===== config.mk =====
export PLATFORM = sky130hd
export DESIGN_NAME = pipe_pack_2_flat
export DESIGN_NICKNAME = d
export VERILOG_FILES = /design/src/rtl/pipe_pack_2_pkg.sv /design/src/rtl/pipe_pack_2_if.sv /design/src/rtl/pipe_pack_2.sv /design/src/flat_wrapper.sv
export SDC_FILE = /design/constraint.sdc
export NUM_CORES = 1
export LEC_CHECK = 0
export CAP_MARGIN = 15
export CORE_ASPECT_RATIO = 0.5
export CORE_UTILIZATION = 49
export DETAILED_ROUTE_END_ITERATION = 8
export GPL_TIMING_DRIVEN = 0
export PLACE_DENSITY_LB_ADDON = 0.08
export SYNTH_ARGS = -nofsm -noshare
export SYNTH_HDL_FRONTEND = slang
export SYNTH_SLANG_ARGS = --single-unit

===== constraint.sdc =====
create_clock -name clk -period 2.3 [get_ports clk]
set_input_delay 0.23 -clock clk [delete_from_list [all_inputs] [get_ports clk]]
set_output_delay 0.23 -clock clk [all_outputs]
set_load 0.05 [all_outputs]

===== src/rtl/pipe_pack_2_pkg.sv =====
// Shared definitions for the pair-pack feeder and the pair-sum stage:
// word/pair widths, state encodings and the row-length helper.
package pipe_pack_2_pkg;

  localparam int PP_WORD_LEN = 32;
  localparam int PP_PAIR_LEN = 2 * PP_WORD_LEN;
  localparam int PP_CNT_W    = 8;

  typedef enum logic [0:0] {
    ST_EMPTY = 1'b0,
    ST_HALF  = 1'b1
  } pack_state_e;

  // True when the word being accepted now is the last one a full row can hold.
  function automatic logic row_full(input logic [PP_CNT_W-1:0] cnt,
                                    input logic [PP_CNT_W:0]   row_len);
    return (({1'b0, cnt} + 9'd1) == row_len);
  endfunction

endpackage


===== src/rtl/pipe_pack_2_if.sv =====
// Word-in / pair-out bus of the pair-pack feeder.
// With PACK_ROW_CHECK_EN defined the bus also carries the sticky row_err flag.
interface pipe_pack_2_if #(
  parameter int WORD_LEN = pipe_pack_2_pkg::PP_WORD_LEN
) ();

  logic                  we_in;
  logic [WORD_LEN-1:0]   In_word;
  logic                  last_in;
  logic                  we_out;
  logic [2*WORD_LEN-1:0] Out_pair;
  logic                  last_out;
  logic                  pad_out;
`ifdef PACK_ROW_CHECK_EN
  logic                  row_err;

  modport master (
    output we_in, In_word, last_in,
    input  we_out, Out_pair, last_out, pad_out, row_err
  );

  modport slave (
    input  we_in, In_word, last_in,
    output we_out, Out_pair, last_out, pad_out, row_err
  );
`else
  modport master (
    output we_in, In_word, last_in,
    input  we_out, Out_pair, last_out, pad_out
  );

  modport slave (
    input  we_in, In_word, last_in,
    output we_out, Out_pair, last_out, pad_out
  );
`endif

endinterface


===== src/rtl/pipe_pack_2.sv =====
// Packs a serial word stream into {later, earlier} pairs, padding odd row tails with zero.
// Optional row-length checking is built when PACK_ROW_CHECK_EN is defined.
module pipe_pack_2
  import pipe_pack_2_pkg::*;
#(
  parameter int WORD_LEN = PP_WORD_LEN,
  parameter int ROW_LEN  = 4
) (
  input  logic         clk,
  input  logic         rst,
  pipe_pack_2_if.slave bus
);

  localparam logic [PP_CNT_W:0] ROW_LEN_V = (PP_CNT_W+1)'(ROW_LEN);

  pack_state_e           state_q, state_d;
  logic [PP_CNT_W-1:0]   cnt_q, cnt_d;
  logic [WORD_LEN-1:0]   hold_q, hold_d;
  logic                  we_out_q, we_out_d;
  logic [2*WORD_LEN-1:0] pair_q, pair_d;
  logic                  last_q, last_d;
  logic                  pad_q, pad_d;
  logic                  row_end_s;

  // Next-state, counter and output-pair selection.
  always_comb begin
    row_end_s = bus.last_in || row_full(cnt_q, ROW_LEN_V);
    state_d   = state_q;
    cnt_d     = cnt_q;
    hold_d    = hold_q;
    we_out_d  = 1'b0;
    pair_d    = pair_q;
    last_d    = last_q;
    pad_d     = pad_q;
    if (bus.we_in) begin
      case (state_q)
        ST_EMPTY: begin
          hold_d = bus.In_word;
          if (row_end_s) begin
            // Lone word closes the row: emit it with a zero high half.
            we_out_d = 1'b1;
            pair_d   = {{WORD_LEN{1'b0}}, bus.In_word};
            last_d   = 1'b1;
            pad_d    = 1'b1;
            cnt_d    = {PP_CNT_W{1'b0}};
            state_d  = ST_EMPTY;
          end else begin
            cnt_d   = cnt_q + 8'd1;
            state_d = ST_HALF;
          end
        end
        ST_HALF: begin
          we_out_d = 1'b1;
          pair_d   = {bus.In_word, hold_q};
          last_d   = row_end_s;
          pad_d    = 1'b0;
          if (row_end_s) begin
            cnt_d = {PP_CNT_W{1'b0}};
          end else begin
            cnt_d = cnt_q + 8'd1;
          end
          state_d = ST_EMPTY;
        end
        default: begin
          cnt_d   = {PP_CNT_W{1'b0}};
          state_d = ST_EMPTY;
        end
      endcase
    end else begin
      state_d = state_q;
    end
  end

  // State, holding register and registered pair outputs.
  always_ff @(posedge clk) begin
    if (rst) begin
      state_q  <= ST_EMPTY;
      cnt_q    <= {PP_CNT_W{1'b0}};
      hold_q   <= {WORD_LEN{1'b0}};
      we_out_q <= 1'b0;
      pair_q   <= {(2*WORD_LEN){1'b0}};
      last_q   <= 1'b0;
      pad_q    <= 1'b0;
    end else begin
      state_q  <= state_d;
      cnt_q    <= cnt_d;
      hold_q   <= hold_d;
      we_out_q <= we_out_d;
      pair_q   <= pair_d;
      last_q   <= last_d;
      pad_q    <= pad_d;
    end
  end

  assign bus.we_out   = we_out_q;
  assign bus.Out_pair = pair_q;
  assign bus.last_out = last_q;
  assign bus.pad_out  = pad_q;

`ifdef PACK_ROW_CHECK_EN
  logic row_err_q, row_err_d;

  // Flag any row that last_in closes short of ROW_LEN; sticky until reset.
  always_comb begin
    row_err_d = row_err_q;
    if (bus.we_in && bus.last_in && !row_full(cnt_q, ROW_LEN_V)) begin
      row_err_d = 1'b1;
    end else begin
      row_err_d = row_err_q;
    end
  end

  // Row error flag register.
  always_ff @(posedge clk) begin
    if (rst) begin
      row_err_q <= 1'b0;
    end else begin
      row_err_q <= row_err_d;
    end
  end

  assign bus.row_err = row_err_q;
`endif

endmodule

===== src/flat_wrapper.sv =====
// flat-port wrapper written by rule: the top's interface ports become plain ports
module pipe_pack_2_flat import pipe_pack_2_pkg::*;
#(
  parameter int WORD_LEN = PP_WORD_LEN,
  parameter int ROW_LEN  = 4
)
  (clk, rst, bus_we_in, bus_In_word, bus_last_in, bus_we_out, bus_Out_pair, bus_last_out, bus_pad_out);
  pipe_pack_2_if #(.WORD_LEN(WORD_LEN)) bus_i ();
  input  logic clk;
  input  logic rst;
  input wire logic [$bits(bus_i.we_in)-1:0] bus_we_in;
  input wire logic [$bits(bus_i.In_word)-1:0] bus_In_word;
  input wire logic [$bits(bus_i.last_in)-1:0] bus_last_in;
  output wire logic [$bits(bus_i.we_out)-1:0] bus_we_out;
  output wire logic [$bits(bus_i.Out_pair)-1:0] bus_Out_pair;
  output wire logic [$bits(bus_i.last_out)-1:0] bus_last_out;
  output wire logic [$bits(bus_i.pad_out)-1:0] bus_pad_out;
  assign bus_i.we_in = bus_we_in;
  assign bus_i.In_word = bus_In_word;
  assign bus_i.last_in = bus_last_in;
  assign bus_we_out = bus_i.we_out;
  assign bus_Out_pair = bus_i.Out_pair;
  assign bus_last_out = bus_i.last_out;
  assign bus_pad_out = bus_i.pad_out;
  pipe_pack_2 #(.WORD_LEN(WORD_LEN), .ROW_LEN(ROW_LEN)) u_core (.clk(clk), .rst(rst), .bus(bus_i));
endmodule

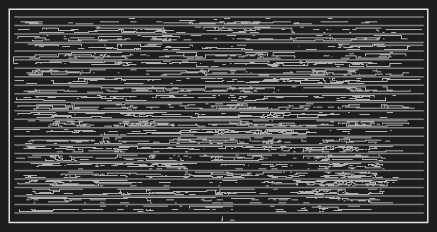
Fig. 1. Metal 1.
Supply wires on this layer in gray.
- share of all routed wire: 50%
- main direction: horizontal

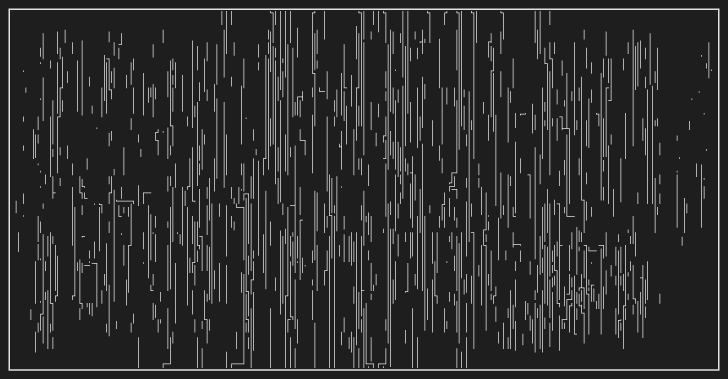
Fig. 2. Met2 routing.
- main direction: vertical
- longest straight run: 28.4 µm
- wire length on this layer: 4,420 µm
- share of all routed wire: 43%
DRT Wirelength: 10,240 µm
vias post-DR: 3,551

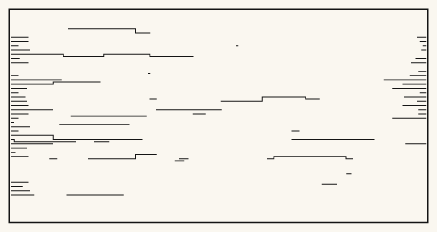
Fig. 3. Met3 routing.
- nets with wire on the layer: 62
- main direction: horizontal
- longest straight run: 28.3 µm
- share of all routed wire: 6.2%
- wire length on this layer: 636 µm

==> results.toml <==
# physical design summary
[run_status]
status = "finished, final reports clean"

[sta]
post-route-min-period_ns = 2.137
rsz0062_at_grt = "no"
hold_viol = 0
worst_slew_pin_slew_ns = 0.7620
max_freq_mhz = 468.0
relSlewSlack = 0.4920
skew_ns = 0.005516
finalSetupTns_ns = 0
post-route-period-util = 0.9291
setup_viol = 0
slew_viol_final = 0

[logic_synthesis]
ff_type = "dfxtp_1"
syn_inst = 440
ys_cells = 440
ys_ff = 108
edf_count = 0
syn_nets = 478
syn_area_per_cell_um2 = 9.560
ys_async_sr_fraction = 0
synth_area_um2 = 4207
yosys_warnings = 0
synth_cell_types = 36
yosys_area_um2 = 4207
synth_seq_share = 0.5140

[setup_path]
end_kind = "flop"
endpoint = "u_core.bus.Out_pair[34]"
reg2reg_depth = 8
cp_slowest_cell = "dfxtp_2"
reg2reg_from = "u_core.cnt_q[1]"
critPathTopFamily = "buffers and inverters"
critical_path_class = "flop to flop"
r2r-end = "u_core.bus.Out_pair[34]"
cp.arrival_ns = 2.43
cp_max_fo = 10
regToRegSetupSlack_ns = 0.16
crit_chain = "ha_2, and3b_1, mux2i_1, a221oi_2, buf_4, nor2_1, buf_2, a22o_1"
crit_start = "u_core.cnt_q[1]"
max_stage_delay_ns = 0.41
cp.depth = 8
cp-start-kind = "flop"
path_buffers = 2
crit_required_ns = 2.59

[layout]
clk_share = 0.05163
final_cell_mix = "106 x dfxtp_1, 99 x clkdlybuf4s50_1, 69 x nand2_1"
n_antenna_cell = 0
drive_above_1_share = 0.09206
nFillCells = 660
combGateArea_um2 = 1867
buf_share = 0.2083
buffers_excl_clock = 137
comb_area_share = 0.3306
lay_top_count = "dfxtp_1"
num-multi-input-gates = 293
final_util = 0.6909
fin_nets = 589
n_clock_buffer = 12
n_all_inverters = 2
seq_area_um2 = 2165
seq_cell_count = 108
area_growth_pct = 34.24
sh_seq_area = 0.3833
dominant_cells = "flip-flops and latches"

[power_and_ir_drop]
p_leak_uw = 0.002072
powerDensity_nw_per_um2 = 773.9
netSwitchingPower_uw = 1213
comb_power_share = 0.182
p_sw_frac = 0.2777
ir_worst_vdd_mv = 0.4298
p_seq_frac = 0.464
p_clk_frac = 0.354
power.total_uw = 4370
p_int_uw = 3157

[die]
taps = 112
fp_util = 0.5147
core.rowCount = 23
chipHeight_um = 67.52
core-area_um2 = 8173
dieWidth_um = 133.0
io_pins = 103
die-area_um2 = 8982

[routing]
drtIter0Drc = 195
drc = 0
wl_per_cell_um = 15.38
drtPass1Iterations = 4
vias_per_cell = 5.332
ant_nets = 0

[cts]
cts_tree = "yes"
htreeDepth = 3
clockRootBuffer = "clkbuf_16"
cts_sinks = 108
clk_latency_ns = 0.35
clkTransAtPathRegs_ns = 0.07
cts_hold_buf = 0
cts.path.max_buffers = 2

[hold_path]
hold_start = "bus_we_in"
min_path_type = "input port to flop"

[global_routing]
grt_max_degree = 16
groute.usage.overall = 0.2378
grt.overflow.total = 0
grt_pass1_wl_um = 16280
antenna_found_initial = 0
grt_pass1_vias = 3185

[placement]
port-buffer-count = 99
dp_hpwl_um = 7101
place.gp.congestion = 0.8055

[flow_run]
max_cap_violations = 0
warning_count = 27
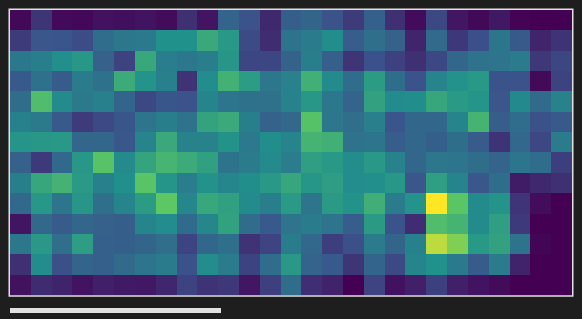
Fig. 4. Signal metal coverage by tile.
Scale bar: 50 µm. 27 x 14 tiles, from dark purple (low) to yellow (high), scaled to the fullest tile. Values are wire area over tile area, all layers added.
- emptiest ninth of the die: north-east
- tiles over half the peak: 21%
- nearly empty tiles: 3.7%

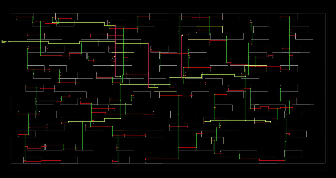
Fig. 5. Clock routing.
CTS Buf Count: 9
Clk. pwr: 1550 µW

==> sequential cells by signal, summed over array words and instances, names as in the netlist <==
signal,flops
u_core.bus.Out_pair,64
u_core.bus.last_out,1
u_core.bus.pad_out,1
u_core.bus.we_out,1
u_core.cnt_q,8
u_core.hold_q,32
u_core.state_q,1
==> worst min path at each step <==
stage / endpoint / slack, ns / cells past startpoint
3_3_place_gp: u_core.hold_q[14] / 0.44 / 2
2_1_floorplan: u_core.bus.Out_pair[32] / 0.36 / 1
6_report: u_core.cnt_q[1] / 0.33 / 3
5_1_grt: u_core.cnt_q[1] / 0.35 / 3
3_5_place_dp: u_core.hold_q[28] / 0.45 / 2
4_1_cts: u_core.cnt_q[1] / 0.33 / 3
==> logic make-up after synthesis <==
family | count (synthesis) | synth area share
AND-OR/OR-AND | 121 | 0.2192
XOR/XNOR | 1 | 0.002082
adder cells (fa/ha/maj) | 2 | 0.005948
buffers and inverters | 39 | 0.04402
flip-flops | 108 | 0.5140
multiplexers | 33 | 0.07853
AND/OR/NAND/NOR | 136 | 0.1362
==> power groups by stage <==
stage | Clock (µW) | Combinational, µW | Sequential, µW
6_report | 1550 | 795 | 2030
5_1_grt | 1650 | 848 | 2040
4_1_cts | 1570 | 798 | 2030
3_5_place_dp | 0 | 793 | 2070
3_3_place_gp | 0 | 785 | 2070
2_1_floorplan | 0 | 300 | 2280
==> synthesized netlist by cell type (2+ instances only) <==
| cell type | number | area share |
|---|---|---|
| a31oi_1 | 5 | 0.0074 |
| a22o_1 | 33 | 0.069 |
| nand2_1 | 69 | 0.062 |
| a21oi_1 | 41 | 0.049 |
| inv_1 | 2 | 0.0018 |
| and4_1 | 2 | 0.0042 |
| a211oi_1 | 15 | 0.027 |
| nand4_1 | 3 | 0.0045 |
| nor3_1 | 2 | 0.0024 |
| o21ai_0 | 4 | 0.0048 |
| buf_2 | 10 | 0.012 |
| nor2b_1 | 2 | 0.0030 |
| mux2i_1 | 33 | 0.079 |
| nor3b_1 | 2 | 0.0036 |
| clkbuf_1 | 21 | 0.019 |
| and3_1 | 2 | 0.0030 |
| ha_1 | 2 | 0.0059 |
| dfxtp_1 | 108 | 0.51 |
| nor2_1 | 46 | 0.041 |
| nand3_1 | 3 | 0.0036 |
| a211oi_2 | 17 | 0.051 |
| buf_4 | 3 | 0.0054 |
| buf_6 | 2 | 0.0054 |
==> per-layer routing <==
metal  vias to the layer above  GRT usage  routed length (µm)
met5                         -          0                   0
met4                         0    0.06466                  57
met3                         7    0.07733                 636
met2                        86     0.3599                4421
met1                      1678     0.3259                5130
li1                       1780          -                   -
==> repair_timing <==
item	CTS	global route
setup buffers	1	0
gates resized	2	2
pin swaps	1	0
setup endpoints to repair	60	60
==> through the flow <==
| stage | instance area, µm² | setup WS [ns] | hold slack [ns] | instances |
|---|---|---|---|---|
| global route | 5647 | 0.02825 | 0.3487 | 666 |
| floorplan | 4207 | 0.3702 | 0.3629 | 440 |
| detailed placement | 5338 | -0.07253 | 0.4469 | 651 |
| CTS | 5640 | 0.02801 | 0.3290 | 666 |
| global placement | 5338 | -0.02292 | 0.4411 | 651 |
| finish | 5647 | 0.1631 | 0.3267 | 666 |
Power and IR drop assume default switching activity.
